$ cat config.mk
export PLATFORM = sky130hd
export DESIGN_NAME = alu_pipe
export DESIGN_NICKNAME = d
export VERILOG_FILES = /design/src/rtl/alu_pkg.sv /design/src/rtl/alu_result_fifo.sv /design/src/rtl/alu_pipe.sv
export SDC_FILE = /design/constraint.sdc
export NUM_CORES = 1
export LEC_CHECK = 0
export CORE_ASPECT_RATIO = 0.8
export CORE_MARGIN = 5
export CORE_UTILIZATION = 28
export DETAILED_ROUTE_END_ITERATION = 16
export SLEW_MARGIN = 20
export SYNTH_ARGS = -nofsm -noshare
export SYNTH_HDL_FRONTEND = slang
export SYNTH_HIERARCHICAL = 1
export SYNTH_SLANG_ARGS = --single-unit
$ cat constraint.sdc
create_clock -name clk -period 5.3 [get_ports clk]
set_input_delay 1.06 -clock clk [delete_from_list [all_inputs] [get_ports clk]]
set_output_delay 1.06 -clock clk [all_outputs]
set_load 0.005 [all_outputs]
$ cat src/rtl/alu_pkg.sv
// alu_pkg: shared definitions for the ALU pipe.
//   alu_op_t  - 3-bit op code carried on req_f
//   alu_res_t - {zero, y} evaluated at up to ALU_MAX_W bits
//   alu_eval  - combinational ALU evaluated at an arbitrary width w <= ALU_MAX_W
package alu_pkg;

    localparam int ALU_MAX_W = 64;

    typedef enum logic [2:0] {
        ALU_AND  = 3'b000,
        ALU_OR   = 3'b001,
        ALU_ADD  = 3'b010,
        ALU_RSV  = 3'b011,
        ALU_ANDN = 3'b100,
        ALU_ORN  = 3'b101,
        ALU_SUB  = 3'b110,
        ALU_SLT  = 3'b111
    } alu_op_t;

    typedef struct packed {
        logic                 zero;
        logic [ALU_MAX_W-1:0] y;
    } alu_res_t;

    // Operands arrive zero-extended to ALU_MAX_W; only the low w bits matter.
    function automatic alu_res_t alu_eval(input alu_op_t              op,
                                          input logic [ALU_MAX_W-1:0] a,
                                          input logic [ALU_MAX_W-1:0] b,
                                          input int                   w);
        logic [ALU_MAX_W-1:0]        mask;
        logic [ALU_MAX_W-1:0]        y;
        logic signed [ALU_MAX_W-1:0] a_s;
        logic signed [ALU_MAX_W-1:0] b_s;
        alu_res_t                    r;
        mask = (w >= ALU_MAX_W) ? '1 : ((ALU_MAX_W'(1) << w) - ALU_MAX_W'(1));
        // Left-justify so the w-bit sign bit lands in the MSB; ordering of the
        // signed values is preserved, so SLT never looks at a difference.
        a_s = $signed(a << (ALU_MAX_W - w));
        b_s = $signed(b << (ALU_MAX_W - w));
        unique case (op)
            ALU_AND:  y = a & b;
            ALU_OR:   y = a | b;
            ALU_ADD:  y = a + b;
            ALU_ANDN: y = a & ~b;
            ALU_ORN:  y = a | ~b;
            ALU_SUB:  y = a - b;
            ALU_SLT:  y = (a_s < b_s) ? ALU_MAX_W'(1) : '0;
            default:  y = '0;
        endcase
        y      = y & mask;
        r.y    = y;
        r.zero = ~|y;
        return r;
    endfunction

endpackage

$ cat src/rtl/alu_result_fifo.sv
// alu_result_fifo: in-order result buffer, DEPTH entries of WIDTH bits.
//   clk, rstn  - clock, async active-low reset (pointers/count only)
//   push, push_data - write an entry (caller guarantees space)
//   pop        - retire the head entry (caller guarantees non-empty)
//   head_data  - head entry, reads 0 while empty
//   count      - occupancy, 0..DEPTH
module alu_result_fifo #(
    parameter int WIDTH = 33,
    parameter int DEPTH = 4
) (
    input  logic                       clk,
    input  logic                       rstn,
    input  logic                       push,
    input  logic [WIDTH-1:0]           push_data,
    input  logic                       pop,
    output logic [WIDTH-1:0]           head_data,
    output logic [$clog2(DEPTH):0]     count
);
    localparam int PW = $clog2(DEPTH);
    localparam int CW = PW + 1;

    logic [WIDTH-1:0] mem_q [DEPTH];
    logic [PW-1:0]    wr_ptr_q, wr_ptr_d;
    logic [PW-1:0]    rd_ptr_q, rd_ptr_d;
    logic [CW-1:0]    count_q, count_d;

    // Pointers are exactly log2(DEPTH) bits, so increment wraps modulo DEPTH.
    always_comb begin
        wr_ptr_d = wr_ptr_q;
        rd_ptr_d = rd_ptr_q;
        count_d  = count_q;
        if (push) wr_ptr_d = wr_ptr_q + 1'b1;
        if (pop)  rd_ptr_d = rd_ptr_q + 1'b1;
        count_d = count_q + CW'(push) - CW'(pop);
    end

    always_ff @(posedge clk or negedge rstn) begin
        if (!rstn) begin
            wr_ptr_q <= '0;
            rd_ptr_q <= '0;
            count_q  <= '0;
        end else begin
            wr_ptr_q <= wr_ptr_d;
            rd_ptr_q <= rd_ptr_d;
            count_q  <= count_d;
        end
    end

    always_ff @(posedge clk) begin
        if (push) mem_q[wr_ptr_q] <= push_data;
    end

    assign head_data = (count_q != '0) ? mem_q[rd_ptr_q] : '0;
    assign count     = count_q;

endmodule

$ cat src/rtl/alu_pipe.sv
// alu_pipe: registered, handshaked ALU with credit-limited in-order result FIFO.
//   clk, rstn                         - clock, async active-low reset
//   req_valid/req_ready, req_f/a/b    - request channel {op, A, B}
//   resp_valid/resp_ready, resp_y/zero - response channel {Y, Zero} from FIFO head
//   busy                              - S1 occupied or FIFO non-empty
module alu_pipe
    import alu_pkg::*;
#(
    parameter int WIDTH = 32,
    parameter int DEPTH = 4
) (
    input  logic             clk,
    input  logic             rstn,
    input  logic             req_valid,
    output logic             req_ready,
    input  logic [2:0]       req_f,
    input  logic [WIDTH-1:0] req_a,
    input  logic [WIDTH-1:0] req_b,
    output logic             resp_valid,
    input  logic             resp_ready,
    output logic [WIDTH-1:0] resp_y,
    output logic             resp_zero,
    output logic             busy
);
    localparam int CW = $clog2(DEPTH) + 1;

    if (DEPTH < 2 || (DEPTH & (DEPTH - 1)) != 0) begin : g_bad_depth
        $error("alu_pipe: DEPTH must be a power of 2 and >= 2");
    end
    if (WIDTH < 1 || WIDTH > ALU_MAX_W) begin : g_bad_width
        $error("alu_pipe: WIDTH out of range");
    end

    logic                    s1_valid_q, s1_valid_d;
    alu_op_t                 s1_op_q, s1_op_d;
    logic signed [WIDTH-1:0] s1_a_q, s1_a_d;
    logic signed [WIDTH-1:0] s1_b_q, s1_b_d;

    logic          accept;
    logic          pop;
    logic [CW-1:0] fifo_count;
    logic [CW:0]   credit_used;
    logic [WIDTH:0] head;
    alu_res_t      s1_res;
    logic [WIDTH:0] s1_entry;

    // ---- request acceptance -> S1 ----
    // Credit counts the in-flight S1 entry so the FIFO can never overflow;
    // no pop lookahead keeps req_ready free of any resp_ready path.
    always_comb begin
        credit_used = {1'b0, fifo_count} + {{CW{1'b0}}, s1_valid_q};
        req_ready   = credit_used < (CW+1)'(DEPTH);
        accept      = req_valid & req_ready;
        s1_valid_d  = accept;
        s1_op_d     = s1_op_q;
        s1_a_d      = s1_a_q;
        s1_b_d      = s1_b_q;
        if (accept) begin
            s1_op_d = alu_op_t'(req_f);
            s1_a_d  = req_a;
            s1_b_d  = req_b;
        end
    end

    always_ff @(posedge clk or negedge rstn) begin
        if (!rstn) s1_valid_q <= 1'b0;
        else       s1_valid_q <= s1_valid_d;
    end

    always_ff @(posedge clk) begin
        s1_op_q <= s1_op_d;
        s1_a_q  <= s1_a_d;
        s1_b_q  <= s1_b_d;
    end

    // ---- S1 evaluate -> FIFO push ----
    always_comb begin
        s1_res   = alu_eval(s1_op_q, ALU_MAX_W'($unsigned(s1_a_q)),
                            ALU_MAX_W'($unsigned(s1_b_q)), WIDTH);
        s1_entry = {s1_res.zero, s1_res.y[WIDTH-1:0]};
    end

    if (WIDTH < ALU_MAX_W) begin : g_unused_hi
        logic unused_hi;
        assign unused_hi = ^s1_res.y[ALU_MAX_W-1:WIDTH];
    end

    alu_result_fifo #(
        .WIDTH (WIDTH + 1),
        .DEPTH (DEPTH)
    ) u_fifo (
        .clk       (clk),
        .rstn      (rstn),
        .push      (s1_valid_q),
        .push_data (s1_entry),
        .pop       (pop),
        .head_data (head),
        .count     (fifo_count)
    );

    // ---- FIFO head -> response ----
    assign resp_valid = fifo_count != '0;
    assign pop        = resp_valid & resp_ready;
    assign resp_y     = head[WIDTH-1:0];
    assign resp_zero  = head[WIDTH];
    assign busy       = s1_valid_q | (fifo_count != '0);

    property p_req_stable;
        @(posedge clk) disable iff (!rstn)
            (req_valid && !req_ready) |=>
                (req_valid && $stable(req_f) && $stable(req_a) && $stable(req_b));
    endproperty
    a_req_stable: assert property (p_req_stable)
        else $error("alu_pipe: request changed while stalled");

endmodule

run_1/pinout.png
Pins as bars across the die edge, other pins in gray.
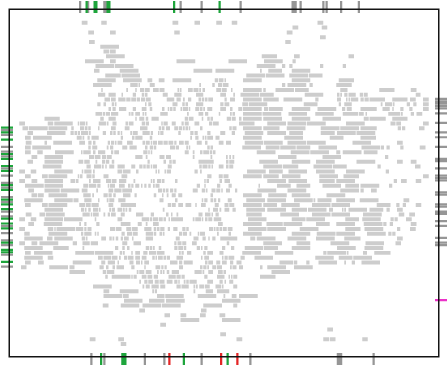
[green] req_b | pins: 32 | direction: input | edge: 19 left, 7 top, 6 bottom
[red] req_f | pins: 3 | direction: input | edge: bottom
[magenta] clk | pins: 1 | direction: input | edge: right

run_1/congestion_map.png
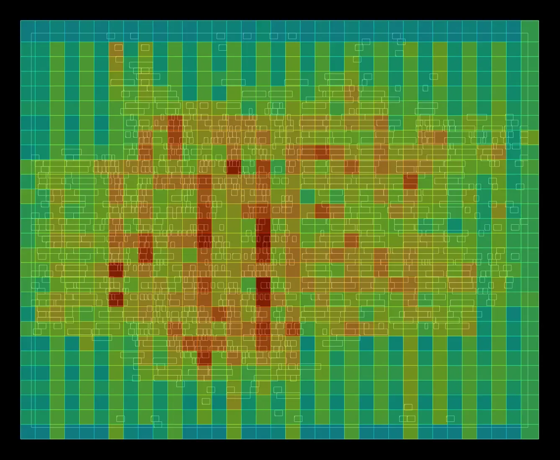
global-route layer with the greatest usage: met1
GR Layer Usage met3: 0.02479
Finished Core Util: 0.3393
routed len/inst: 19.10 um
All-Layer GR Usage: 0.1336

run_1/ff_map.png
Other sequential cells in the stronger gray, the rest of the logic in the fainter gray.
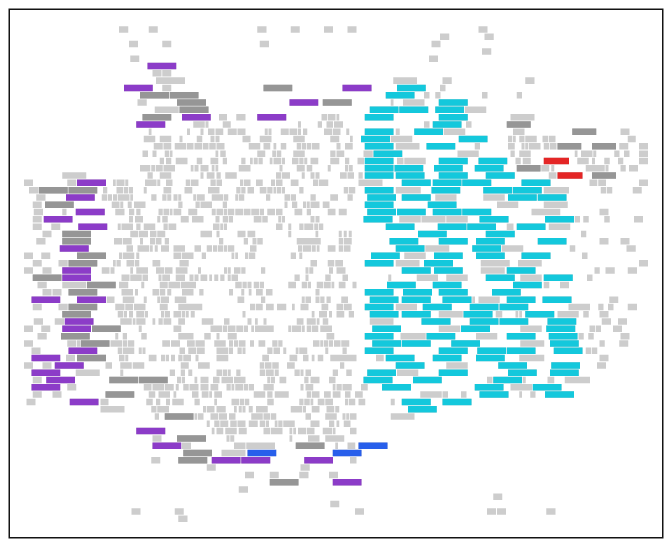
[blue] s1_op_q | flops: 3
[red] u_fifo/rd_ptr_q | flops: 2
[cyan] u_fifo/mem_q | flops: 132
[purple] s1_a_q | flops: 32
not colored: 38

## run 1: worst max-delay path, delay by kind of cell, from the launching register on
kind / cells / cell delay, ns
simple gates: 11 / 3.23
flops: 1 / 0.44
fa+ha+maj: 1 / 0.33
compound gates: 3 / 0.68
xor+xnor: 1 / 0.11
## run 1: through the flow
stage               instances  cell area, um2  worst slack [ns]
finish                   1691           14610            0.3243
global route             1691           14610           0.01895
CTS                      1691           14590            0.3353
detailed placement       1652           13840            0.4160
global placement         1652           13840            0.4929
floorplan                1010           12150            0.3484
## run 1: logic make-up after synthesis
logic type,count (synthesis),share of synthesized area
AOI/OAI and AO/OA,230,0.1252
xor gates and xnor gates,80,0.05767
adders and majority gates,91,0.09083
buffers and inverters,103,0.03759
DFF,207,0.5083
muxes,38,0.06694
and+or+nand+nor,261,0.1134
## run 1: worst min path at each step
stage / start / end / slack (ns) / cells after the start
floorplan: u_fifo/wr_ptr_q[0]$_DFFE_PN0P_ / u_fifo/wr_ptr_q[0]$_DFFE_PN0P_ / 0.49 / 1
global placement: u_fifo/wr_ptr_q[0]$_DFFE_PN0P_ / u_fifo/wr_ptr_q[0]$_DFFE_PN0P_ / 0.53 / 1
detailed placement: u_fifo/wr_ptr_q[0]$_DFFE_PN0P_ / u_fifo/wr_ptr_q[0]$_DFFE_PN0P_ / 0.52 / 1
CTS: u_fifo/wr_ptr_q[0]$_DFFE_PN0P_ / u_fifo/wr_ptr_q[0]$_DFFE_PN0P_ / 0.53 / 1
global route: u_fifo/wr_ptr_q[0]$_DFFE_PN0P_ / u_fifo/wr_ptr_q[0]$_DFFE_PN0P_ / 0.59 / 1
finish: u_fifo/wr_ptr_q[0]$_DFFE_PN0P_ / u_fifo/wr_ptr_q[0]$_DFFE_PN0P_ / 0.53 / 1
==> qor.yml, run 1 <==
status:
  status: "complete, no violations"
grt:
  grt_overflow: 0
  grt_use_met2: 0.1849
  antenna_found_initial: 1
  grt_pass1_vias: 8351
  grt_max_degree: 52
synthesis:
  synth_cell_types: 71
  synth.largest_area_cell: "edfxtp_1"
  syn_area_per_cell_um2: 12.03
  synthCells: 1010
  yosys_cells: 1010
  enable_flop_cells: 199
  ys_area_um2: 12150
  netlist_area_um2: 12150
  common_cells: "edfxtp_1 (199), ha_1 (69), a21oi_1 (64), nand2_1 (64), inv_1 (56)"
power:
  comb-power_mw: 3.46
  power_density_nw_per_um2: 523.3
  p_seq_frac: 0.339
  pg_seq_mw: 2.59
  power.clock.total_mw: 1.59
  cellLeakagePower_nw: 5.237
  peakVddDrop_uv: 219.5
  switching_share: 0.3650
  internal_power_mw: 4.853
  clkPwrFrac: 0.208
flow_run:
  max_cap_violations: 0
  tool_warnings: 29
final_timing:
  tns_ns: 0
  tightest_slew_ns: 0.9381
  whs_ns: 0.5290
  hold_viol: 0
  period_used_share: 0.9388
  slew_headroom: 0.3739
  rsz0062_at_grt: "no"
layout:
  clock_area_frac: 0.05123
  nFillCells: 4311
  lay_top_count: "edfxtp_1"
  logic_area_um2: 5534
  ff_count: 207
  multi_input_comb_cells: 700
  top_register: "u_fifo/mem_q"
  nClkBuffers: 25
  nonClkBufAreaFrac: 0.08447
  largest_reg_flops: 132
  inverters: 56
  layout.nets: 1258
  reg_top3: "u_fifo/mem_q x132, s1_a_q x32, s1_b_q x32"
cts:
  cts_tree: "built"
  htreeDepth: 1
  clock-sinks: 207
  cts.repair.resized: 0
  path_clk_slew_ns: 0.07
  numCtsBuffers: 22
  clockRootBuffer: "clkbuf_16"
  clock_latency_ns: 0.52
  postCtsSetupRepairBufs: 0
setup_path:
  cp_max_fo: 5
  start_kind: "register"
  critPathRequiredTime_ns: 5.64
  worst_r2r_endpoint: "u_fifo/mem_q[2][32]$_DFFE_PP_"
  cp.arrival_ns: 5.31
  reg2reg_slack_ns: 0.32
  critical-path-slowest-cell: "or4_1"
  cp_slowest_stage_delay_ns: 0.54
  reg2reg_from: "s1_b_q[4]$_DFFE_PP_"
  path_cells: "or3_1, nor3b_1, nand2_1, o21ai_0, xnor2_1, ha_1, nand3_1, nor2_1, a211oi_4, or3b_1, a32o_1, or4_1, nor4_1, and4_1, nand3_1, nor3_2"
  worstSetupEndpointType: "register"
drt:
  route.met3.wl_um: 2058
  routed.top_layer: "met4"
  via_count: 8446
  drtAntennaViolNets: 0
  wl_um: 32290
  drt-met1-wl_um: 16780
  via_per_inst: 4.995
floorplan:
  row_count: 68
  initCoreUtil: 0.2822
  ios: 107
  die_h_um: 196.3
  nWellTaps: 560
  dieArea_um2: 47680
placed_design:
  gp_congestion: 0.9146
  place.port_buffers: 106
==> run 1 -> run 2 <==
- CORE_UTILIZATION: 28 -> 53
- PLACE_DENSITY: default -> 0.77
run_2/clock_wires.png
Scale bar: 50 um.
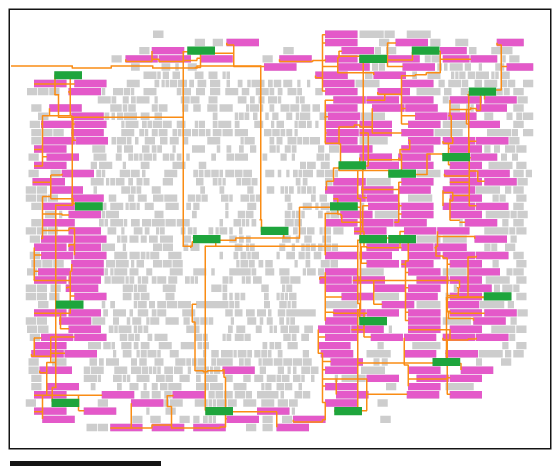
[orange] clock wires | length: 2420 um
[magenta] flip-flops | count: 207
[green] clock-net drivers | count: 21
flops lie: all over the die
Clk. pwr: 1.40 mW
share of power burned in the clock network: 0.192
Worst Clk Skew: 0.01468 ns
clk ins delay skew pair: 0.51 ns

==> run 2 against run 1 <==
Effect of this change:
- fmax increased by 0.20%
- final cell count shrank 16%
- synthesized area unchanged
- clock skew rose by 0.0017 ns
- critical path type unchanged
- critical endpoint is now u_fifo/mem_q[3][32]$_DFFE_PP_
==> qor.yml, run 2 <==
grt:
  antenna_found_initial: 1
  grt_overflow: 0
  grt_pass1_vias: 8095
  grt_max_degree: 69
  grt_pass1_wl_um: 44190
  track_usage: 0.2122
synthesis:
  synthCells: 1010
  yosys-mux-area-fraction: 0.06694
  yosys.stat.seqShare: 0.5083
  synth-xor-area-share: 0.05767
  synth_top_cell_by_count: "edfxtp_1"
  area_leaders: "edfxtp_1 (49%), ha_1 (7.1%), mux4_2 (5.2%)"
  compound_area_frac: 0.1252
  netlist_area_um2: 12150
  enable_flop_cells: 199
  synthFlopType: "edfxtp_1"
  synth.largest_area_cell: "edfxtp_1"
  async_flop_share: 0.03865
  logic_family: "AND-OR/OR-AND gates"
  yosys_cells: 1010
  netlist.area_leader.share: 0.4919
  synth_cell_types: 71
  simple_gate_share: 0.1134
  common_cells: "edfxtp_1 (199), ha_1 (69), a21oi_1 (64), nand2_1 (64), inv_1 (56)"
  fp_nets: 1152
  synthAdderAreaFrac: 0.09083
  ys_area_um2: 12150
  ys.flops: 207
  syn_area_per_cell_um2: 12.03
  synth_warnings: 6
placed_design:
  dpl_cell_area_um2: 13460
  placedCellCount: 1389
  place_ws_ns: 0.2711
  post-dp-hpwl_um: 20640
  gp_congestion: 0.9442
  place.port_buffers: 106
final_timing:
  tns_ns: 0
  setup_violations: 0
  tightest_slew_ns: 1.169
  min_period_ns: 4.966
  period_used_share: 0.9369
  fin_ws_ns: 0.3342
  drv_slew: 0
  whs_ns: 0.5412
  slew_headroom: 0.2108
  fmax_mhz: 201.4
  hold_viol: 0
  rsz0062_at_grt: "no"
setup_path:
  worstSetupEndpointType: "register"
  rr_worst_depth: 16
  critical-path-slowest-cell: "or4_1"
  cp-endpoint: "u_fifo/mem_q[3][32]$_DFFE_PP_"
  worst_r2r_endpoint: "u_fifo/mem_q[3][32]$_DFFE_PP_"
  critPathRequiredTime_ns: 5.62
  reg2reg_from: "s1_b_q[4]$_DFFE_PP_"
  path_cells: "or3_1, nor3b_2, nand2_1, o21ai_0, xnor2_1, ha_1, nand3_1, nor2_1, a211oi_4, or3b_1, a32o_1, or4_1, nor4_1, and4_1, nand3_1, nor3_2"
  cp_common_cell: "nand3_1"
  cp.arrival_ns: 5.28
  crit_type: "reg -> reg"
  critPathLaunch: "s1_b_q[4]$_DFFE_PP_"
  cp_slowest_stage_delay_ns: 0.53
  reg2reg_slack_ns: 0.33
  cp_max_fo: 9
  start_kind: "register"
flow_run:
  tool_warnings: 29
  max_cap_violations: 0
power:
  combinationalPowerShare: 0.452
  p_total_mw: 7.316
  power_density_nw_per_um2: 518.6
  p_sw_mw: 2.628
  switching_share: 0.3592
  internal_power_mw: 4.688
  cellLeakagePower_nw: 5.127
  peakVddDrop_uv: 282.9
  pg_seq_mw: 2.61
  comb-power_mw: 3.31
  p_seq_frac: 0.356
  top_power_group: "combinational logic"
drt:
  drcViolationCount: 0
  via_count: 8410
  post_drt_wl_per_cell_um: 19.80
  wl_um: 28160
  drtAntennaViolNets: 0
  drt_iter0_drc: 862
  first_pass_iters: 5
  via_per_inst: 5.914
layout:
  top_register: "u_fifo/mem_q"
  layout.nets: 1248
  utilization: 0.6270
  lay_top_count: "edfxtp_1"
  finalNonFillerCells: 1422
  drive_above_1_share: 0.07975
  num_antenna_cells: 0
  nFillCells: 1778
  largest_reg_flops: 132
  final_cell_mix: "edfxtp_1 (199), clkdlybuf4s50_1 (106), ha_1 (69), nand2_1 (64), a21oi_1 (64)"
  reg_top3: "u_fifo/mem_q x132, s1_a_q x32, s1_b_q x32"
  synthToLayoutAreaGrowth_pct: 16.12
  final_cell_area_um2: 14110
cts:
  clockRootBuffer: "clkbuf_16"
  numCtsBuffers: 21
  clockBufferDepth: 3
  path_clk_slew_ns: 0.06
  cts_tree: "built"
  clock-sinks: 207
  htreeDepth: 1
floorplan:
  initCoreUtil: 0.5400
  dieArea_um2: 26070
  core_area_um2: 22500
  die_x_um: 179.3
  ios: 107
  row_count: 49
  die_h_um: 145.4
min_path:
  worstHoldPathType: "reg -> reg"
  hold_start: "u_fifo/wr_ptr_q[0]$_DFFE_PN0P_"
status:
  status: "complete, no violations"
==> run 2: worst min-delay path by stage <==
stage | end | slack [ns] | cells past startpoint
after floorplan | u_fifo/wr_ptr_q[0]$_DFFE_PN0P_ | 0.49 | 1
after global placement | u_fifo/wr_ptr_q[0]$_DFFE_PN0P_ | 0.53 | 1
after detailed placement | u_fifo/wr_ptr_q[0]$_DFFE_PN0P_ | 0.53 | 1
after CTS | u_fifo/wr_ptr_q[0]$_DFFE_PN0P_ | 0.54 | 1
after global routing | u_fifo/wr_ptr_q[0]$_DFFE_PN0P_ | 0.58 | 1
final | u_fifo/wr_ptr_q[0]$_DFFE_PN0P_ | 0.54 | 1
==> run 2: critical path: cells and delay by family (launching register included) <==
kind | cells | cell delay (ns)
AND-OR/OR-AND | 3 | 0.68
XOR/XNOR | 1 | 0.10
adder cells (fa/ha/maj) | 1 | 0.45
flip-flops | 1 | 0.47
AND/OR/NAND/NOR | 11 | 3.08
==> run 2: cell type report <==
class / count / area [um2] / area share
well taps: 306 / 382.9 / 0.02714
repair buffers: 120 / 1166 / 0.08266
clock inverters: 7 / 90.09 / 0.006386
flip-flops and latches: 207 / 6181 / 0.4381
multi-input cells: 700 / 5533 / 0.3922
clock buffers: 26 / 544.3 / 0.03858
inverters: 56 / 210.2 / 0.01490
==> run 2: per-layer routing <==
layer,global-route usage,up-vias,routed length [um]
met4,0.05367,2,746
met5,0,-,7
met3,0.03506,49,2100
met2,0.2979,325,11720
met1,0.3424,4009,13580
li1,-,4025,-
==> run 2: what timing repair did <==
action                                  in CTS  in global routing
endpoints found under the setup margin       0                  4
hold buffers                                 0                  0
resized                                      0                  3
setup buffers                                0                  0
==> run 2 -> run 3 <==
- CORE_UTILIZATION: 53 -> 35
- PLACE_DENSITY: 0.77 -> default
- REMOVE_ABC_BUFFERS: default -> 1
run_3/m4.png
Cells faint in the background.
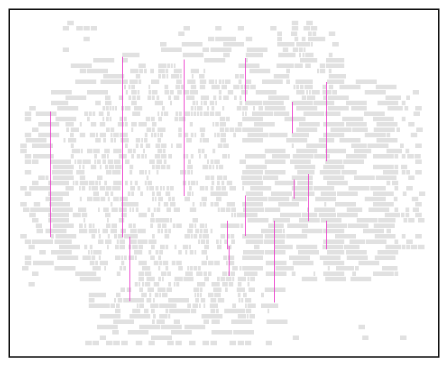
longest straight run: 91.8 um
main direction: vertical
share of all routed wire: 1.6%
nets with wire on the layer: 6

==> run 3 against run 2 <==
Effect of this change:
- critical path depth did not move
- synthesized area did not move
- final area rose by 2.5%
- non-clock buffer count rose by 6
- largest cell class unchanged
- flip-flop count did not move
==> qor.yml, run 3 <==
grt:
  top_usage_layer: "met1"
  grt_pass1_vias: 8163
  antenna_found_initial: 0
  track_usage: 0.1547
drt:
  route.met3.wl_um: 1605
  drcViolationCount: 0
  drt-met1-wl_um: 15400
  via_per_inst: 5.233
  post_drt_wl_per_cell_um: 18.82
  drt_iter0_drc: 684
  wl_met2_um: 12630
  routed.top_layer: "met4"
flow_run:
  max_cap_violations: 0
synthesis:
  synthCells: 1010
  syn_area_per_cell_um2: 12.03
  synth_cell_types: 71
  common_cells: "edfxtp_1 (199), ha_1 (69), a21oi_1 (64), nand2_1 (64), inv_1 (56)"
  ys_area_um2: 12150
  enable_flop_cells: 199
  synth.largest_area_cell: "edfxtp_1"
  simple_gate_share: 0.1134
  compound_area_frac: 0.1252
  yosys-mux-area-fraction: 0.06694
  netlist_area_um2: 12150
  ys.flops: 207
  yosys.stat.seqShare: 0.5083
  synth_top_cell_by_count: "edfxtp_1"
  netlist.area_leader.share: 0.4919
  async_flop_share: 0.03865
  synthAdderAreaFrac: 0.09083
  area_leaders: "edfxtp_1 (49%), ha_1 (7.1%), mux4_2 (5.2%)"
layout:
  final_cell_mix: "edfxtp_1 (199), clkdlybuf4s50_1 (106), ha_1 (68), nand2_1 (64), a21oi_1 (64)"
  seq_area_frac: 0.4273
  buffers: 126
  largest_reg_flops: 132
  nClkBuffers: 28
  multi_input_comb_cells: 700
  reg_top3: "u_fifo/mem_q x132, s1_a_q x32, s1_b_q x32"
  regArea_um2: 6178
  ff_count: 207
  final_cell_area_um2: 14460
  synthToLayoutAreaGrowth_pct: 19.01
  dominant_cells: "flip-flops and latches"
  lay_top_count: "edfxtp_1"
  drive_above_1_share: 0.09309
  nFillCells: 3294
  comb_share: 0.3834
  top_register: "u_fifo/mem_q"
final_timing:
  fmax_mhz: 204.2
  hold_viol: 0
  slew_headroom: 0.3819
  whs_ns: 0.5373
  drv_slew: 0
  tightest_slew_ns: 0.9272
  clock_skew_ns: 0.02329
  rsz0062_at_grt: "no"
  period_used_share: 0.9241
setup_path:
  critPathRequiredTime_ns: 5.63
  crit_type: "reg -> reg"
  cp_max_fo: 6
  start_kind: "register"
  cp.arrival_ns: 5.23
  worstSetupEndpointType: "register"
cts:
  clockRootBuffer: "clkbuf_16"
  hold_buffers: 0
  cts.repair.resized: 0
  clock_latency_ns: 0.54
  clockBufferDepth: 3
  htreeDepth: 1
status:
  status: "complete, no violations"
floorplan:
  row_count: 61
  die_h_um: 176.6
  ios: 107
  nWellTaps: 472
  core_area_um2: 34500
power:
  peakVddDrop_uv: 230.9
  power_density_nw_per_um2: 519.2
min_path:
  worstHoldPathType: "reg -> reg"
[run 3: cell counts after synthesis]
Identical to the previous run, type by type.
[run 3: path summary, 6_finish.rpt]
path                                             endpoint  depth (start not counted)                            from  slack [ns]
max                         u_fifo/mem_q[2][32]$_DFFE_PP_                         16             s1_b_q[4]$_DFFE_PP_        0.40
min                        u_fifo/wr_ptr_q[0]$_DFFE_PN0P_                          1  u_fifo/wr_ptr_q[0]$_DFFE_PN0P_        0.54
max reg2reg                 u_fifo/mem_q[2][32]$_DFFE_PP_                         16             s1_b_q[4]$_DFFE_PP_        0.40
min reg2reg                u_fifo/wr_ptr_q[0]$_DFFE_PN0P_                          1  u_fifo/wr_ptr_q[0]$_DFFE_PN0P_        0.54
max in group asynchronous  u_fifo/rd_ptr_q[1]$_DFFE_PN0P_                          1                            rstn        4.20
min in group asynchronous       u_fifo/count[1]$_DFF_PN0_                          1                            rstn        0.81
[run 3: cell families (layout without fill, tap and decap cells)]
group                    after synthesis  count (layout)
buffers and inverters                103             221
AND/OR/NAND/NOR                      261             261
adder cells (fa/ha/maj)               91              91
multiplexers                          38              38
XOR/XNOR                              80              80
flip-flops                           207             207
AND-OR/OR-AND                        230             230
[run 3: worst max-delay path, cell delays in order, from the launching register on]
cell	delay, ns
edfxtp_1	0.45
or3_1	0.46
nor3b_2	0.27
nand2_1	0.17
o41ai_1	0.34
xnor2_1	0.12
ha_1	0.38
o21ai_0	0.15
a21o_1	0.21
a211oi_1	0.56
o21bai_1	0.22
a21o_1	0.23
a311o_1	0.36
nor4_2	0.26
and4_1	0.23
nand3_1	0.08
nor3_2	0.20
[run 3: power breakdown]
part / switching, mW / internal [mW]
Sequential: 0.292 / 2.29
Combinational: 1.79 / 1.59
Clock: 0.642 / 0.903
Total: 2.73 / 4.78
Power and IR drop assume default switching activity.
